==> run_1/metal_stack.png <==
Two of the layers only.
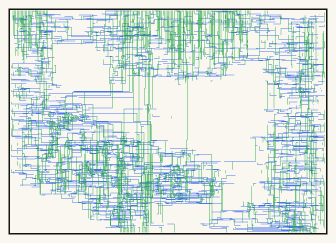
==> run_1/zoom.png <==
Window x 33 to 73, y 92 to 132 um. Cells in grey, sequential cells in the stronger grey; small squares are vias.
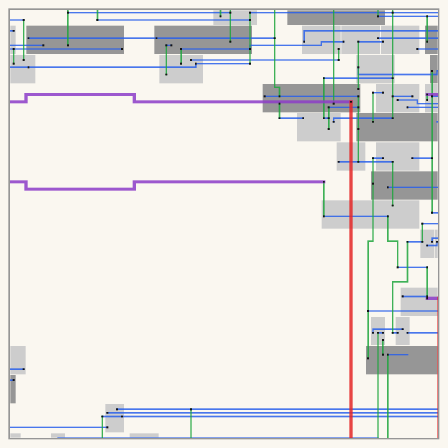
==> run_1/registers.png <==
Bar = 50 um. Other sequential cells in the stronger grey, the rest of the logic in the fainter grey.
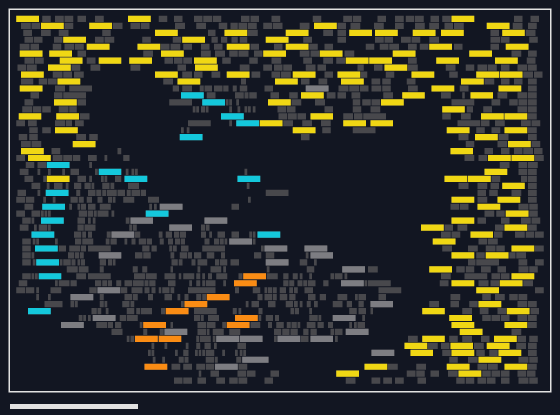
[src/rtl/weight_fetch_responder_if.sv]
// Weight-fetch handshake and weight-SRAM read port bundled together.
// slave: the responder. master: the scheduler/SRAM side.
interface weight_fetch_responder_if #(
    parameter int ADDR_W = 19,
    parameter int DATA_W = 128,
    parameter int CNT_W  = 11
);
    logic              weight_req;
    logic [ADDR_W-1:0] weight_base;
    logic [CNT_W-1:0]  weight_count;
    logic              weight_grant;
    logic              weight_valid;
    logic [DATA_W-1:0] weight_data;
    logic              weight_done;
    logic              mem_rd_en;
    logic [ADDR_W-1:0] mem_addr;
    logic              mem_rd_ready;
    logic [DATA_W-1:0] mem_rd_data;

    modport slave (
        input  weight_req, weight_base, weight_count, mem_rd_ready, mem_rd_data,
        output weight_grant, weight_valid, weight_data, weight_done, mem_rd_en, mem_addr
    );

    modport master (
        output weight_req, weight_base, weight_count, mem_rd_ready, mem_rd_data,
        input  weight_grant, weight_valid, weight_data, weight_done, mem_rd_en, mem_addr
    );
endinterface

[src/rtl/weight_fetch_responder.sv]
// Weight-fetch responder: grants one request at a time, streams count
// consecutive SRAM words as weight_valid beats, then pulses weight_done.
// Optional perf counters (perf_bursts, perf_stall) when WFETCH_PERF_EN is defined.
module weight_fetch_responder #(
    parameter int ADDR_W  = 19,
    parameter int DATA_W  = 128,
    parameter int CNT_W   = 11,
    parameter int MEM_LAT = 2
) (
    input  logic CLK,
    input  logic RESET,
    weight_fetch_responder_if.slave bus,
    output logic busy
`ifdef WFETCH_PERF_EN
    ,
    output logic [15:0] perf_bursts,
    output logic [31:0] perf_stall
`endif
);

    typedef enum logic [1:0] {S_IDLE, S_ISSUE, S_DRAIN, S_DONE} state_t;

    state_t            state;
    logic [ADDR_W-1:0] base;
    logic [CNT_W-1:0]  cnt;
    logic [CNT_W-1:0]  iss;
    logic [CNT_W-1:0]  rcv;
    logic [MEM_LAT:1]  vld_pipe;
    logic              acc;
    logic              beat;
    logic [CNT_W:0]    iss_nxt;
    logic [CNT_W:0]    rcv_nxt;

    assign bus.mem_rd_en = (state == S_ISSUE) && (iss < cnt);
    assign bus.mem_addr  = base + ADDR_W'(iss);
    assign busy          = (state != S_IDLE);
    assign acc           = bus.mem_rd_en && bus.mem_rd_ready;
    assign beat          = vld_pipe[MEM_LAT];
    assign iss_nxt       = {1'b0, iss} + (CNT_W+1)'(1);
    assign rcv_nxt       = {1'b0, rcv} + (CNT_W+1)'(1);

    // In-flight tracker: marks which SRAM cycles carry requested data.
    always_ff @(posedge CLK or negedge RESET) begin
        if (!RESET) begin
            vld_pipe <= '0;
        end else begin
            vld_pipe[1] <= acc;
            for (int i = 2; i <= MEM_LAT; i++) vld_pipe[i] <= vld_pipe[i-1];
        end
    end

    // Control FSM with registered handshake outputs. The last beat moves us
    // to S_DONE so done lands exactly one cycle after it, already in S_IDLE,
    // which lets a held request be granted on that same edge.
    always_ff @(posedge CLK or negedge RESET) begin
        if (!RESET) begin
            state            <= S_IDLE;
            base             <= '0;
            cnt              <= '0;
            iss              <= '0;
            rcv              <= '0;
            bus.weight_grant <= 1'b0;
            bus.weight_valid <= 1'b0;
            bus.weight_data  <= '0;
            bus.weight_done  <= 1'b0;
        end else begin
            bus.weight_grant <= 1'b0;
            bus.weight_done  <= 1'b0;
            bus.weight_valid <= beat;
            if (beat) begin
                bus.weight_data <= bus.mem_rd_data;
                rcv             <= rcv_nxt[CNT_W-1:0];
            end
            case (state)
                S_IDLE: begin
                    if (bus.weight_req) begin
                        base             <= bus.weight_base;
                        cnt              <= bus.weight_count;
                        iss              <= '0;
                        rcv              <= '0;
                        bus.weight_grant <= 1'b1;
                        state            <= (bus.weight_count != '0) ? S_ISSUE : S_DONE;
                    end
                end
                S_ISSUE: begin
                    if (acc) begin
                        iss <= iss_nxt[CNT_W-1:0];
                        if (iss_nxt == {1'b0, cnt}) state <= S_DRAIN;
                    end
                end
                S_DRAIN: begin
                    if (beat && (rcv_nxt == {1'b0, cnt})) state <= S_DONE;
                end
                S_DONE: begin
                    bus.weight_done <= 1'b1;
                    state           <= S_IDLE;
                end
                default: state <= S_IDLE;
            endcase
        end
    end

`ifdef WFETCH_PERF_EN
    // Saturating burst and SRAM-stall counters.
    always_ff @(posedge CLK or negedge RESET) begin
        if (!RESET) begin
            perf_bursts <= '0;
            perf_stall  <= '0;
        end else begin
            if (bus.weight_done && (perf_bursts != '1)) perf_bursts <= perf_bursts + 16'd1;
            if (bus.mem_rd_en && !bus.mem_rd_ready && (perf_stall != '1)) perf_stall <= perf_stall + 32'd1;
        end
    end
`endif

endmodule

[src/flat_wrapper.sv]
// flat-port wrapper written by rule: the top's interface ports become plain ports
module weight_fetch_responder_flat 
#(
    parameter int ADDR_W  = 19,
    parameter int DATA_W  = 128,
    parameter int CNT_W   = 11,
    parameter int MEM_LAT = 2
)
  (CLK, RESET, busy, bus_weight_req, bus_weight_base, bus_weight_count, bus_mem_rd_ready, bus_mem_rd_data, bus_weight_grant, bus_weight_valid, bus_weight_data, bus_weight_done, bus_mem_rd_en, bus_mem_addr);
  weight_fetch_responder_if #(.ADDR_W(ADDR_W), .DATA_W(DATA_W), .CNT_W(CNT_W)) bus_i ();
  input  logic CLK;
  input  logic RESET;
  output logic busy;
  input wire logic [$bits(bus_i.weight_req)-1:0] bus_weight_req;
  input wire logic [$bits(bus_i.weight_base)-1:0] bus_weight_base;
  input wire logic [$bits(bus_i.weight_count)-1:0] bus_weight_count;
  input wire logic [$bits(bus_i.mem_rd_ready)-1:0] bus_mem_rd_ready;
  input wire logic [$bits(bus_i.mem_rd_data)-1:0] bus_mem_rd_data;
  output wire logic [$bits(bus_i.weight_grant)-1:0] bus_weight_grant;
  output wire logic [$bits(bus_i.weight_valid)-1:0] bus_weight_valid;
  output wire logic [$bits(bus_i.weight_data)-1:0] bus_weight_data;
  output wire logic [$bits(bus_i.weight_done)-1:0] bus_weight_done;
  output wire logic [$bits(bus_i.mem_rd_en)-1:0] bus_mem_rd_en;
  output wire logic [$bits(bus_i.mem_addr)-1:0] bus_mem_addr;
  assign bus_i.weight_req = bus_weight_req;
  assign bus_i.weight_base = bus_weight_base;
  assign bus_i.weight_count = bus_weight_count;
  assign bus_i.mem_rd_ready = bus_mem_rd_ready;
  assign bus_i.mem_rd_data = bus_mem_rd_data;
  assign bus_weight_grant = bus_i.weight_grant;
  assign bus_weight_valid = bus_i.weight_valid;
  assign bus_weight_data = bus_i.weight_data;
  assign bus_weight_done = bus_i.weight_done;
  assign bus_mem_rd_en = bus_i.mem_rd_en;
  assign bus_mem_addr = bus_i.mem_addr;
  weight_fetch_responder #(.ADDR_W(ADDR_W), .DATA_W(DATA_W), .CNT_W(CNT_W), .MEM_LAT(MEM_LAT)) u_core (.CLK(CLK), .RESET(RESET), .bus(bus_i), .busy(busy));
endmodule
[config.mk]
export PLATFORM = sky130hd
export DESIGN_NAME = weight_fetch_responder_flat
export DESIGN_NICKNAME = d
export VERILOG_FILES = /design/src/rtl/weight_fetch_responder_if.sv /design/src/rtl/weight_fetch_responder.sv /design/src/flat_wrapper.sv
export SDC_FILE = /design/constraint.sdc
export NUM_CORES = 1
export LEC_CHECK = 0
export CAP_MARGIN = 10
export CORE_ASPECT_RATIO = 0.7
export CORE_MARGIN = 2
export CORE_UTILIZATION = 29
export DETAILED_ROUTE_END_ITERATION = 8
export MAX_ROUTING_LAYER = met4
export PLACE_DENSITY_LB_ADDON = 0.25
export SETUP_SLACK_MARGIN = 0.02
export SLEW_MARGIN = 20
export SYNTH_ARGS = -nofsm -noshare
export SYNTH_HDL_FRONTEND = slang
export SYNTH_SLANG_ARGS = --single-unit
export TNS_END_PERCENT = 1
[constraint.sdc]
create_clock -name CLK -period 6 [get_ports CLK]
set_input_delay 1.5 -clock CLK [delete_from_list [all_inputs] [get_ports CLK]]
set_output_delay 1.5 -clock CLK [all_outputs]
set_load 0.02 [all_outputs]
==> impl_metrics.tcl, run 1 <==
# metrics dict for downstream scripts
set metrics [dict create \
    power_density_nw_per_um2 525 \
    gpl.final_weighted_congestion 0.829 \
    std_cell_rows 53 \
    run_status "complete, no violations" \
    met2WireLength_mm 11.0 \
    all_layer_gr_usage_pct 16.1 \
    finalHoldViolCount 0 \
    nFillCells 2857 \
    flop_cell "dfrtp_1" \
    layout_top_cells "312 x clkdlybuf4s50_1, 186 x dfrtp_1, 128 x mux2_2" \
    wl_met3_mm 1.78 \
    number_of_slew_limit_violations_in_the_final_report 0 \
    cts.repair.resized 0 \
    final_common_cell "clkdlybuf4s50_1" \
    clk_latency_ns 0.44 \
    dr_total_vias 6620 \
    enable_flop_cells 0 \
    synth.cellmix.xorXnorShare_pct 5.13 \
    antenna_violations_before_repair 0 \
    relSlewSlack_pct 34.1 \
    route.layer.met1.wl_mm 11.8 \
    cp-end-kind "output port" \
    power_report.internal_total_uw 4160 \
]
-- metal_stack.png (at the start) --
- green: met2 (wire length 11,000 um)
- blue: met1 (wire length 11,800 um)

-- zoom.png (at the start) --
- red: met4
- purple: met3
- blue: met1
- green: met2
- cells with their middle in the window: 23
- netlist names of flops here include: u_core.bus.weight_data (5), u_core.base (2)
- most frequent: dfrtp_1 (7), mux2_2 (5), clkdlybuf4s50_1 (4)
- sequential cells in the window: 7

-- registers.png (at the start) --
- yellow: u_core.bus.weight_data (placed flops 128; where spread over the die)
- orange: u_core.cnt (placed flops 11)
- cyan: u_core.base (placed flops 19; where middle left)
- not coloured: 29

run 1: path summary, 6_finish.rpt:
check	cells past startpoint	to	from	slack (ns)
max	12	bus_mem_addr[12]	u_core.iss[0]	0.59
min	0	u_core.vld_pipe[2]	u_core.vld_pipe[1]	0.36
max reg2reg	8	u_core.state[1]	u_core.iss[1]	3.01
min reg2reg	0	u_core.vld_pipe[2]	u_core.vld_pipe[1]	0.36
max in group asynchronous	2	u_core.rcv[1]	RESET	3.65
min in group asynchronous	1	u_core.bus.weight_data[59]	RESET	1.16
run 1: critical path, stage by stage, from the launching register on:
cell and delay, ns:
dfrtp_1 0.45, ha_1 0.26, fa_1 0.42, a21o_1 0.18
a21oi_1 0.22, nor2b_1 0.09, o21a_1 0.19, o311a_1 0.31
o31ai_1 0.28, buf_4 0.20, a21boi_0 0.10, xor2_1 0.16
clkdlybuf4s50_1 0.62
run 1: per-stage QoR:
stage	area, sq um	util, %	total power [uW]	hold WS, ns	worst slack [ns]
final	12800	42.9	6710	0.356	0.588
after global placement	12200	41.0	5600	0.336	1.15
after global routing	12800	42.9	7120	0.372	0.313
after detailed placement	12200	41.0	5630	0.341	1.06
after CTS	12800	42.9	6800	0.358	0.542
after floorplan	8710	-	4050	0.331	1.71
run 1: flip-flops by register name, summed over array words and instances, names as in the netlist:
| register | cells |
|---|---|
| u_core.cnt | 11 |
| u_core.state | 2 |
| u_core.bus.weight_valid | 1 |
| u_core.iss | 11 |
| u_core.vld_pipe | 2 |
| u_core.bus.weight_data | 128 |
| u_core.bus.weight_done | 1 |
| u_core.rcv | 11 |
| u_core.bus.weight_grant | 1 |
| u_core.base | 19 |
run 1: Yosys cell counts (2+ instances only):
library cell | instances | area share [%]
buf_6 | 2 | 0.26
a21oi_1 | 14 | 0.80
nand2_1 | 89 | 3.8
mux2_2 | 128 | 17
nor3_1 | 8 | 0.46
a31oi_1 | 3 | 0.22
o2111ai_1 | 2 | 0.20
a21boi_0 | 3 | 0.26
o211a_1 | 3 | 0.34
xnor2_1 | 27 | 2.7
nor4_1 | 5 | 0.36
nand4_1 | 8 | 0.57
o21a_1 | 3 | 0.26
a211o_1 | 2 | 0.20
inv_1 | 22 | 0.95
o22ai_1 | 2 | 0.14
nand3_1 | 23 | 1.3
nor2_1 | 25 | 1.1
buf_2 | 7 | 0.40
xor2_1 | 24 | 2.4
o21ai_0 | 33 | 1.9
dfrtp_1 | 187 | 54
o31ai_1 | 8 | 0.69
buf_1 | 3 | 0.13
a21o_1 | 3 | 0.26
ha_1 | 28 | 4.0
and3_4 | 2 | 0.26
or3_1 | 7 | 0.50
and3_1 | 8 | 0.57
nor2b_1 | 4 | 0.29
clkbuf_1 | 25 | 1.1
o41a_1 | 2 | 0.26
nor3b_1 | 2 | 0.17
mux2i_1 | 3 | 0.34
o32a_1 | 2 | 0.23
nand2b_1 | 2 | 0.14
o211ai_1 | 2 | 0.17
and2_1 | 2 | 0.14
run 1: layout make-up:
cell class	instances	area share (%)
well taps	385	3.77
inverters	23	0.675
flip-flops and latches	187	36.6
repair buffers	319	24.9
multi-input cells	493	29.5
clock buffers	18	3.36
clock inverters	14	1.18
==> run_1/port_nets.png <==
Bar = 50 um.
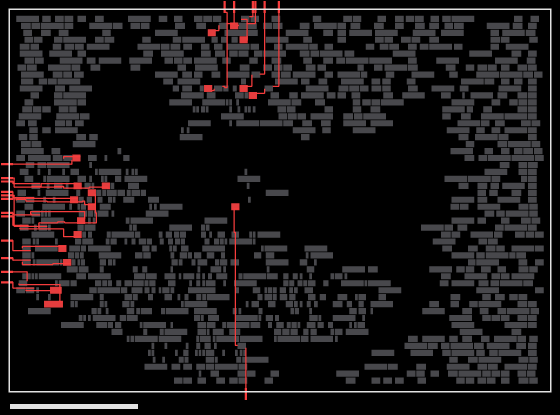

==> run 2, diff against run 1 <==
- PLACE_DENSITY_LB_ADDON: 0.25 -> default
==> run_2/port_nets.png <==
Bar = 50 um.
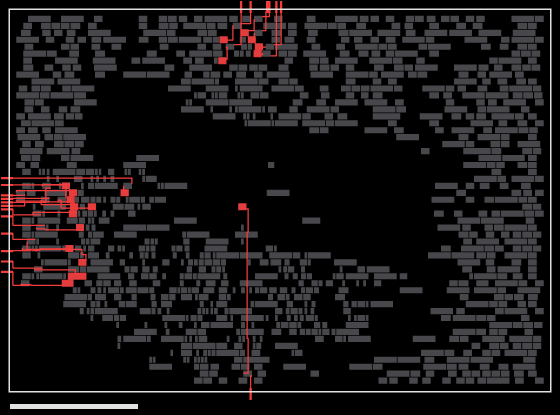
- red: bus_mem_addr (bits 19; direction output; edge 12 left, 6 top, 1 bottom; end cells 19; buffers 19; wire 600 um)

==> run_2/metal_stack.png <==
Two of the layers only.
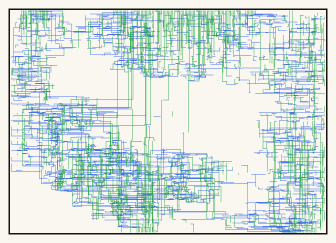
- green: met2 (wire length 10,700 um)
- blue: met1 (wire length 11,900 um)

==> impl_metrics.tcl, run 2 <==
# metrics dict for downstream scripts
set metrics [dict create \
    run_status "complete, no violations" \
    drt-vias-per-instance 4.61 \
    ys_ff 187 \
    largest_register "u_core.bus.weight_data" \
    cp-end-kind "output port" \
    std_cell_rows 53 \
    cell_count_in_the_yosys_report 741 \
    post_cts_buffers 0 \
    top_cells_by_count "187 x dfrtp_1, 128 x mux2_2, 89 x nand2_1" \
    power_uw 6760 \
    final_common_cell "clkdlybuf4s50_1" \
    syn_avg_cell_area_sq_um 11.8 \
    finalHoldViolCount 0 \
    clk_latency_ns 0.44 \
    port_buffers 313 \
    gpl.final_weighted_congestion 0.836 \
    enable_flop_cells 0 \
    antenna_violations_before_repair 0 \
    number_of_slew_limit_violations_in_the_final_report 0 \
    all_layer_gr_usage_pct 16.1 \
    post-route-cell-area_sq_um 12800 \
    die_y_um 149 \
    layout_top_cells "312 x clkdlybuf4s50_1, 186 x dfrtp_1, 128 x mux2_2" \
    power_density_nw_per_um2 527 \
    cts.repair.resized 0 \
    finalSetupViolations 0 \
    flop_cell "dfrtp_1" \
    synth.top_cell.area_share_pct 53.7 \
    largest_register_ff_count 128 \
    syn_to_final_growth_pct 47.1 \
    largest_area_cell "dfrtp_1" \
    reg_top3 "u_core.bus.weight_data: 128 flops, u_core.base: 19 flops" \
    tritoncts "built" \
    relSlewSlack_pct 31.0 \
    power.leakage_uw 0.00542 \
    grt_pass1_vias 6690 \
    synthMostInstantiatedCell "dfrtp_1" \
    initialDrtViolationCount 374 \
    stage_log_warning_count 29 \
    route.detailed.wl_per_inst_um 17.0 \
    placedInstanceArea_sq_um 12200 \
    totalWireLength_mm 24.5 \
    dr_total_vias 6619 \
    fin_util_pct 43.0 \
    min_period_over_period_pct 88.6 \
    topCellsByArea "dfrtp_1 54%, mux2_2 17%, ha_1 4.0%" \
]
==> run 2: final cells by class <==
cell class	count	area (sq um)
Sequential cell	187	4680
Inverter	23	86.3
Timing Repair Buffer	317	3180
Clock inverter	13	155
Fill cell	2827	17000
Tap cell	385	482
Multi-Input combinational cell	493	3770
Clock buffer	19	453
==> run 2: metrics by stage <==
| stage | hold WS (ns) | setup WS [ns] | instances |
|---|---|---|---|
| after detailed placement | 0.341 | 1.15 | 1405 |
| after global routing | 0.382 | 0.389 | 1437 |
| after CTS | 0.358 | 0.640 | 1437 |
| after floorplan | 0.331 | 1.71 | 741 |
| final | 0.359 | 0.683 | 1437 |
| after global placement | 0.338 | 1.13 | 1405 |
==> run 2: worst max-delay path, cell delays in order (launching register included) <==
cell and delay (ns):
dfrtp_1 0.44, ha_1 0.25, fa_1 0.41, a21o_1 0.18
a21oi_1 0.20, nor2b_1 0.08, o21a_1 0.19, o311a_1 0.30
o31ai_1 0.23, buf_4 0.19, a21oi_1 0.10, xor2_1 0.17
clkdlybuf4s50_1 0.64
==> run 2: path summary, 6_finish.rpt <==
check,startpoint,end,slack (ns),depth (start not counted)
hold / removal,u_core.vld_pipe[1],u_core.vld_pipe[2],0.36,0
setup reg to reg,u_core.cnt[2],u_core.iss[6],3.07,10
setup / recovery,u_core.iss[0],bus_mem_addr[18],0.68,12
max in group asynchronous,RESET,u_core.bus.weight_data[2],3.81,2
hold reg to reg,u_core.vld_pipe[1],u_core.vld_pipe[2],0.36,0
min in group asynchronous,RESET,u_core.bus.weight_data[28],1.09,1
==> run 2: logic make-up (layout without fill, tap and decap cells) <==
kind of cell | after synthesis | in the layout | share of synthesized area [%]
muxes | 131 | 131 | 16.9
adders and majority gates | 29 | 29 | 4.25
buffers and inverters | 61 | 372 | 2.97
AOI/OAI and AO/OA | 90 | 90 | 6.72
xor gates and xnor gates | 51 | 51 | 5.13
and+or+nand+nor | 192 | 192 | 10.3
DFF | 187 | 187 | 53.7
==> run 2: report_power, final <==
group	internal, uW	switching (uW)	leakage, uW
clock network	648	538	0.000294
logic	1730	1570	0.00285
registers	1840	424	0.00228
==> run 2: layer usage <==
| metal | part of all wire, % | wire [um] | up-vias | GRT usage (%) |
|---|---|---|---|---|
| met5 | 0 | 0 | - | - |
| li1 | - | - | 3177 | - |
| met3 | 6.7 | 1640 | 20 | 4.95 |
| met1 | 49 | 11900 | 3222 | 22.0 |
| met4 | 1.1 | 265 | 0 | 4.15 |
| met2 | 44 | 10700 | 200 | 23.1 |
Power is estimated from default activity; no workload was simulated.
